layer_met1.png
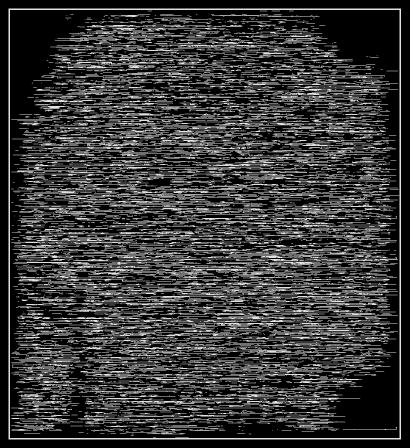
congestion.png
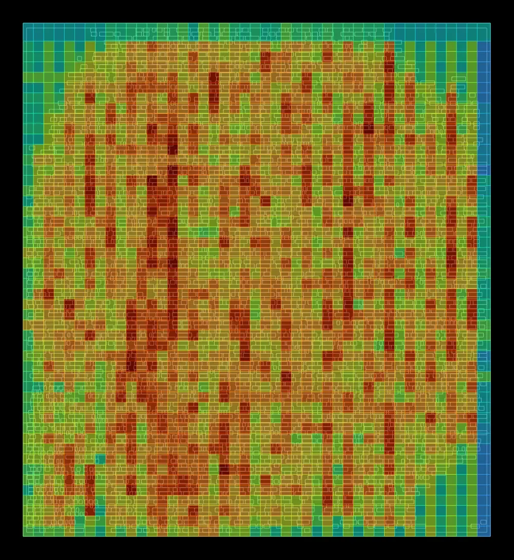
layer_met2.png
Bar = 100 µm. Cells faint in the background.
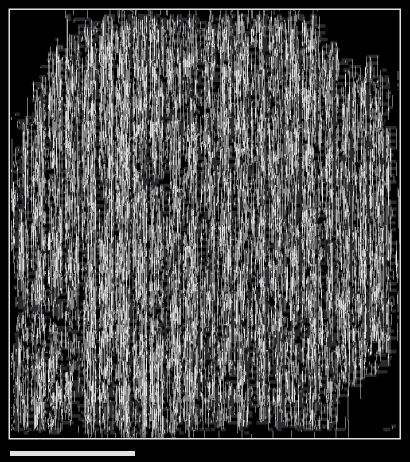
layer_met4.png
Cells faint in the background.
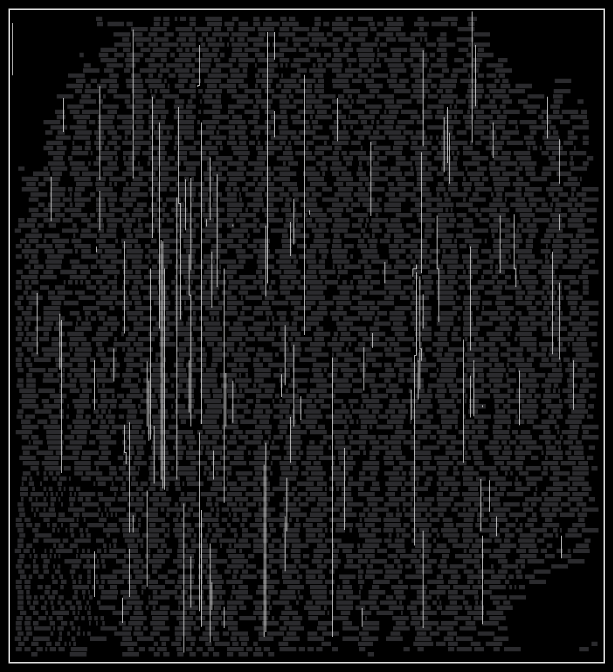
layer_met3.png
Bar = 100 µm.
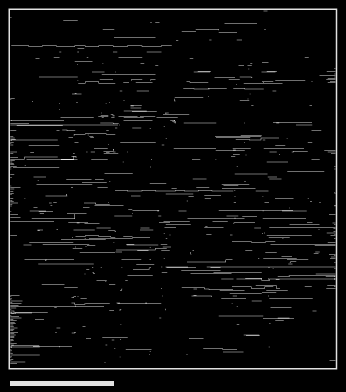
===== config.mk =====
export PLATFORM = sky130hd
export DESIGN_NAME = beaver_run_ctrl
export DESIGN_NICKNAME = d
export VERILOG_FILES = /design/src/rtl/beaver_run_ctrl.sv
export SDC_FILE = /design/constraint.sdc
export NUM_CORES = 2
export LEC_CHECK = 0
export CELL_PAD_IN_SITES_DETAIL_PLACEMENT = 1
export CELL_PAD_IN_SITES_GLOBAL_PLACEMENT = 1
export CORE_ASPECT_RATIO = 1.1
export CORE_MARGIN = 2
export CORE_UTILIZATION = 57
export DETAILED_ROUTE_END_ITERATION = 7
export PLACE_DENSITY_LB_ADDON = 0.2
export SYNTH_ARGS = -nofsm -noshare
export SYNTH_HDL_FRONTEND = slang
export SYNTH_SLANG_ARGS = --single-unit
export TNS_END_PERCENT = 1

===== constraint.sdc =====
create_clock -name clk -period 6.4 [get_ports clk]
set_input_delay 0.64 -clock clk [delete_from_list [all_inputs] [get_ports clk]]
set_output_delay 0.64 -clock clk [all_outputs]
set_load 0.005 [all_outputs]

===== src/rtl/beaver_run_ctrl.sv =====
// Run controller for the beaver32rv core: free-run / single-step / halt gating
// through core_en, plus a circular retirement-trace FIFO drained by a host.
module beaver_run_ctrl #(
  parameter int XLEN  = 32,
  parameter int DEPTH = 16,
  parameter int CW    = 16
) (
  input  logic                     clk,
  input  logic                     rst,
  input  logic                     start,
  input  logic                     step,
  input  logic [CW-1:0]            cycle_limit,
  input  logic                     bp_en,
  input  logic [XLEN-1:0]          bp_addr,
  input  logic [XLEN-1:0]          pc_addr,
  input  logic                     reg_write,
  input  logic [4:0]               rd_addr,
  input  logic [XLEN-1:0]          rd_data,
  input  logic                     branch_taken,
  output logic                     core_en,
  output logic                     halted,
  output logic [1:0]               halt_cause,
  output logic [CW-1:0]            cycle_count,
  output logic                     tr_valid,
  input  logic                     tr_ready,
  output logic [XLEN-1:0]          tr_pc,
  output logic [4:0]               tr_rd,
  output logic [XLEN-1:0]          tr_data,
  output logic                     tr_we,
  output logic                     tr_br,
  output logic [$clog2(DEPTH):0]   tr_count,
  output logic                     tr_overflow,
  output logic [1:0]               fsm_state
);
  localparam int AW = $clog2(DEPTH);
  localparam int NW = AW + 1;
  localparam logic [NW-1:0] FULL_CNT = NW'(DEPTH);

  typedef enum logic [1:0] {IDLE = 2'd0, RUN = 2'd1, STEP = 2'd2, HALT = 2'd3} state_t;

  state_t          state, state_nx;
  logic            bp_skip, bp_skip_nx;
  logic [1:0]      cause, cause_nx;
  logic [CW-1:0]   count, count_nx, count_inc;
  logic            clr_ovf;
  logic            bp_hit;

  assign count_inc = count + CW'(1);
  // bp_skip lets the instruction sitting on the breakpoint execute after a restart.
  assign bp_hit    = bp_en && (pc_addr == bp_addr) && !bp_skip;

  always_comb begin
    state_nx   = state;
    bp_skip_nx = bp_skip;
    cause_nx   = cause;
    count_nx   = count;
    clr_ovf    = 1'b0;
    core_en    = 1'b0;
    case (state)
      IDLE, HALT: begin
        if (start) begin
          state_nx   = RUN;
          count_nx   = '0;
          cause_nx   = 2'b00;
          bp_skip_nx = 1'b1;
          clr_ovf    = 1'b1;
        end else if (step) begin
          state_nx = STEP;
        end
      end
      RUN: begin
        if (bp_hit) begin
          state_nx = HALT;
          cause_nx = 2'b10;
        end else begin
          core_en    = 1'b1;
          count_nx   = count_inc;
          bp_skip_nx = 1'b0;
          if ((cycle_limit != '0) && (count_inc == cycle_limit)) begin
            state_nx = HALT;
            cause_nx = 2'b01;
          end
        end
      end
      STEP: begin
        core_en    = 1'b1;
        count_nx   = count_inc;
        bp_skip_nx = 1'b0;
        state_nx   = HALT;
        cause_nx   = 2'b11;
      end
      default: state_nx = IDLE;
    endcase
  end

  always_ff @(posedge clk or negedge rst) begin
    if (!rst) begin
      state   <= IDLE;
      bp_skip <= 1'b0;
      cause   <= 2'b00;
      count   <= '0;
    end else begin
      state   <= state_nx;
      bp_skip <= bp_skip_nx;
      cause   <= cause_nx;
      count   <= count_nx;
    end
  end

  assign halted      = (state == HALT);
  assign halt_cause  = cause;
  assign cycle_count = count;
  assign fsm_state   = state;

  // Trace FIFO: one entry per enabled core cycle; when full and not drained,
  // the oldest entry is overwritten so the newest history is always kept.
  logic [AW-1:0]   wr_ptr, rd_ptr;
  logic [NW-1:0]   cnt;
  logic            push, pop, full, drop;
  logic [XLEN-1:0] mem_pc   [DEPTH];
  logic [4:0]      mem_rd   [DEPTH];
  logic [XLEN-1:0] mem_data [DEPTH];
  logic            mem_we   [DEPTH];
  logic            mem_br   [DEPTH];

  assign push = core_en;
  assign pop  = tr_valid && tr_ready;
  assign full = (cnt == FULL_CNT);
  assign drop = push && full && !pop;

  always_ff @(posedge clk or negedge rst) begin
    if (!rst) begin
      wr_ptr      <= '0;
      rd_ptr      <= '0;
      cnt         <= '0;
      tr_overflow <= 1'b0;
      for (int i = 0; i < DEPTH; i++) begin
        mem_pc[i]   <= '0;
        mem_rd[i]   <= '0;
        mem_data[i] <= '0;
        mem_we[i]   <= 1'b0;
        mem_br[i]   <= 1'b0;
      end
    end else begin
      if (push) begin
        mem_pc[wr_ptr]   <= pc_addr;
        mem_rd[wr_ptr]   <= rd_addr;
        mem_data[wr_ptr] <= rd_data;
        mem_we[wr_ptr]   <= reg_write;
        mem_br[wr_ptr]   <= branch_taken;
        wr_ptr           <= wr_ptr + AW'(1);
      end
      if (pop || drop) rd_ptr <= rd_ptr + AW'(1);
      if (push && !pop && !full) cnt <= cnt + NW'(1);
      else if (pop && !push)     cnt <= cnt - NW'(1);
      if (clr_ovf)   tr_overflow <= 1'b0;
      else if (drop) tr_overflow <= 1'b1;
    end
  end

  assign tr_valid = (cnt != '0);
  assign tr_count = cnt;
  assign tr_pc    = mem_pc[rd_ptr];
  assign tr_rd    = mem_rd[rd_ptr];
  assign tr_data  = mem_data[rd_ptr];
  assign tr_we    = mem_we[rd_ptr];
  assign tr_br    = mem_br[rd_ptr];
endmodule


==> impl_results.html <==
<h3>Flow metrics</h3>
<table>
<tr><th>Metric</th><th>Value</th></tr>
<tr><th colspan="2">Status</th></tr>
<tr><td>Run status</td><td>finished clean</td></tr>
<tr><th colspan="2">Critical path</th></tr>
<tr><td>Category of the critical setup timing path</td><td>reg2out</td></tr>
<tr><td>Logic depth of the worst path, buffers included</td><td>7</td></tr>
<tr><td>Biggest fanout along the worst timing path</td><td>46</td></tr>
<tr><td>Register-to-Register Setup Slack</td><td>2560 ps</td></tr>
<tr><th colspan="2">Synth</th></tr>
<tr><td>Post-synth net total</td><td>3935</td></tr>
<tr><td>Cell Type Count</td><td>58</td></tr>
<tr><th colspan="2">CTS</th></tr>
<tr><td>Reg clk slew, reported paths</td><td>60 ps</td></tr>
<tr><td>H-tree levels</td><td>4</td></tr>
<tr><th colspan="2">Final timing</th></tr>
<tr><td>Max Clk Rate</td><td>191.3 MHz</td></tr>
<tr><td>Tcrit/Tclk final</td><td>0.8169</td></tr>
<tr><td>Final-report max-slew violation count</td><td>0</td></tr>
<tr><td>Setup repair after global routing missed its margin</td><td>false</td></tr>
<tr><td>Final Hold Slack</td><td>502.7 ps</td></tr>
<tr><th colspan="2">Cells and area</th></tr>
<tr><td>Total number of nets in the final design</td><td>4042</td></tr>
<tr><th colspan="2">Global route</th></tr>
<tr><td>Largest net degree at the start of global routing</td><td>175</td></tr>
<tr><th colspan="2">Floorplan</th></tr>
<tr><td>Number of top-level design ports</td><td>225</td></tr>
<tr><th colspan="2">Hold path</th></tr>
<tr><td>Hold path startpoint</td><td>mem_pc[406]</td></tr>
<tr><th colspan="2">Drt</th></tr>
<tr><td>Final ANT Viol Nets</td><td>0</td></tr>
<tr><th colspan="2">Run</th></tr>
<tr><td>Max-cap viol count</td><td>0</td></tr>
<tr><th colspan="2">Power and ir drop</th></tr>
<tr><td>Top Consumer</td><td>combinational logic</td></tr>
</table>
## Picture notes: layer_met1.png
main direction: horizontal
longest straight run: 93.8 µm
wire length on this layer: 71.6 mm
share of all routed wire: 44%

## Picture notes: congestion.png
GR Util All Layers: 0.3076
routing usage on met2: 0.5041
met3 Usage GRT: 0.04377
most used routing layer in global routing: met2
fraction of met1 tracks used by global routing: 0.4239

## Picture notes: layer_met2.png
main direction: vertical
longest straight run: 117 µm
wire length on this layer: 79.5 mm
total via count in the routed design: 33850
sum of routed wire length over all layers: 162.9 mm

## Picture notes: layer_met4.png
share of all routed wire: 3.1%
nets with wire on the layer: 69

## Picture notes: layer_met3.png
wire length on this layer: 6720 µm
main direction: horizontal
nets with wire on the layer: 294

Power and IR drop assume default switching activity.
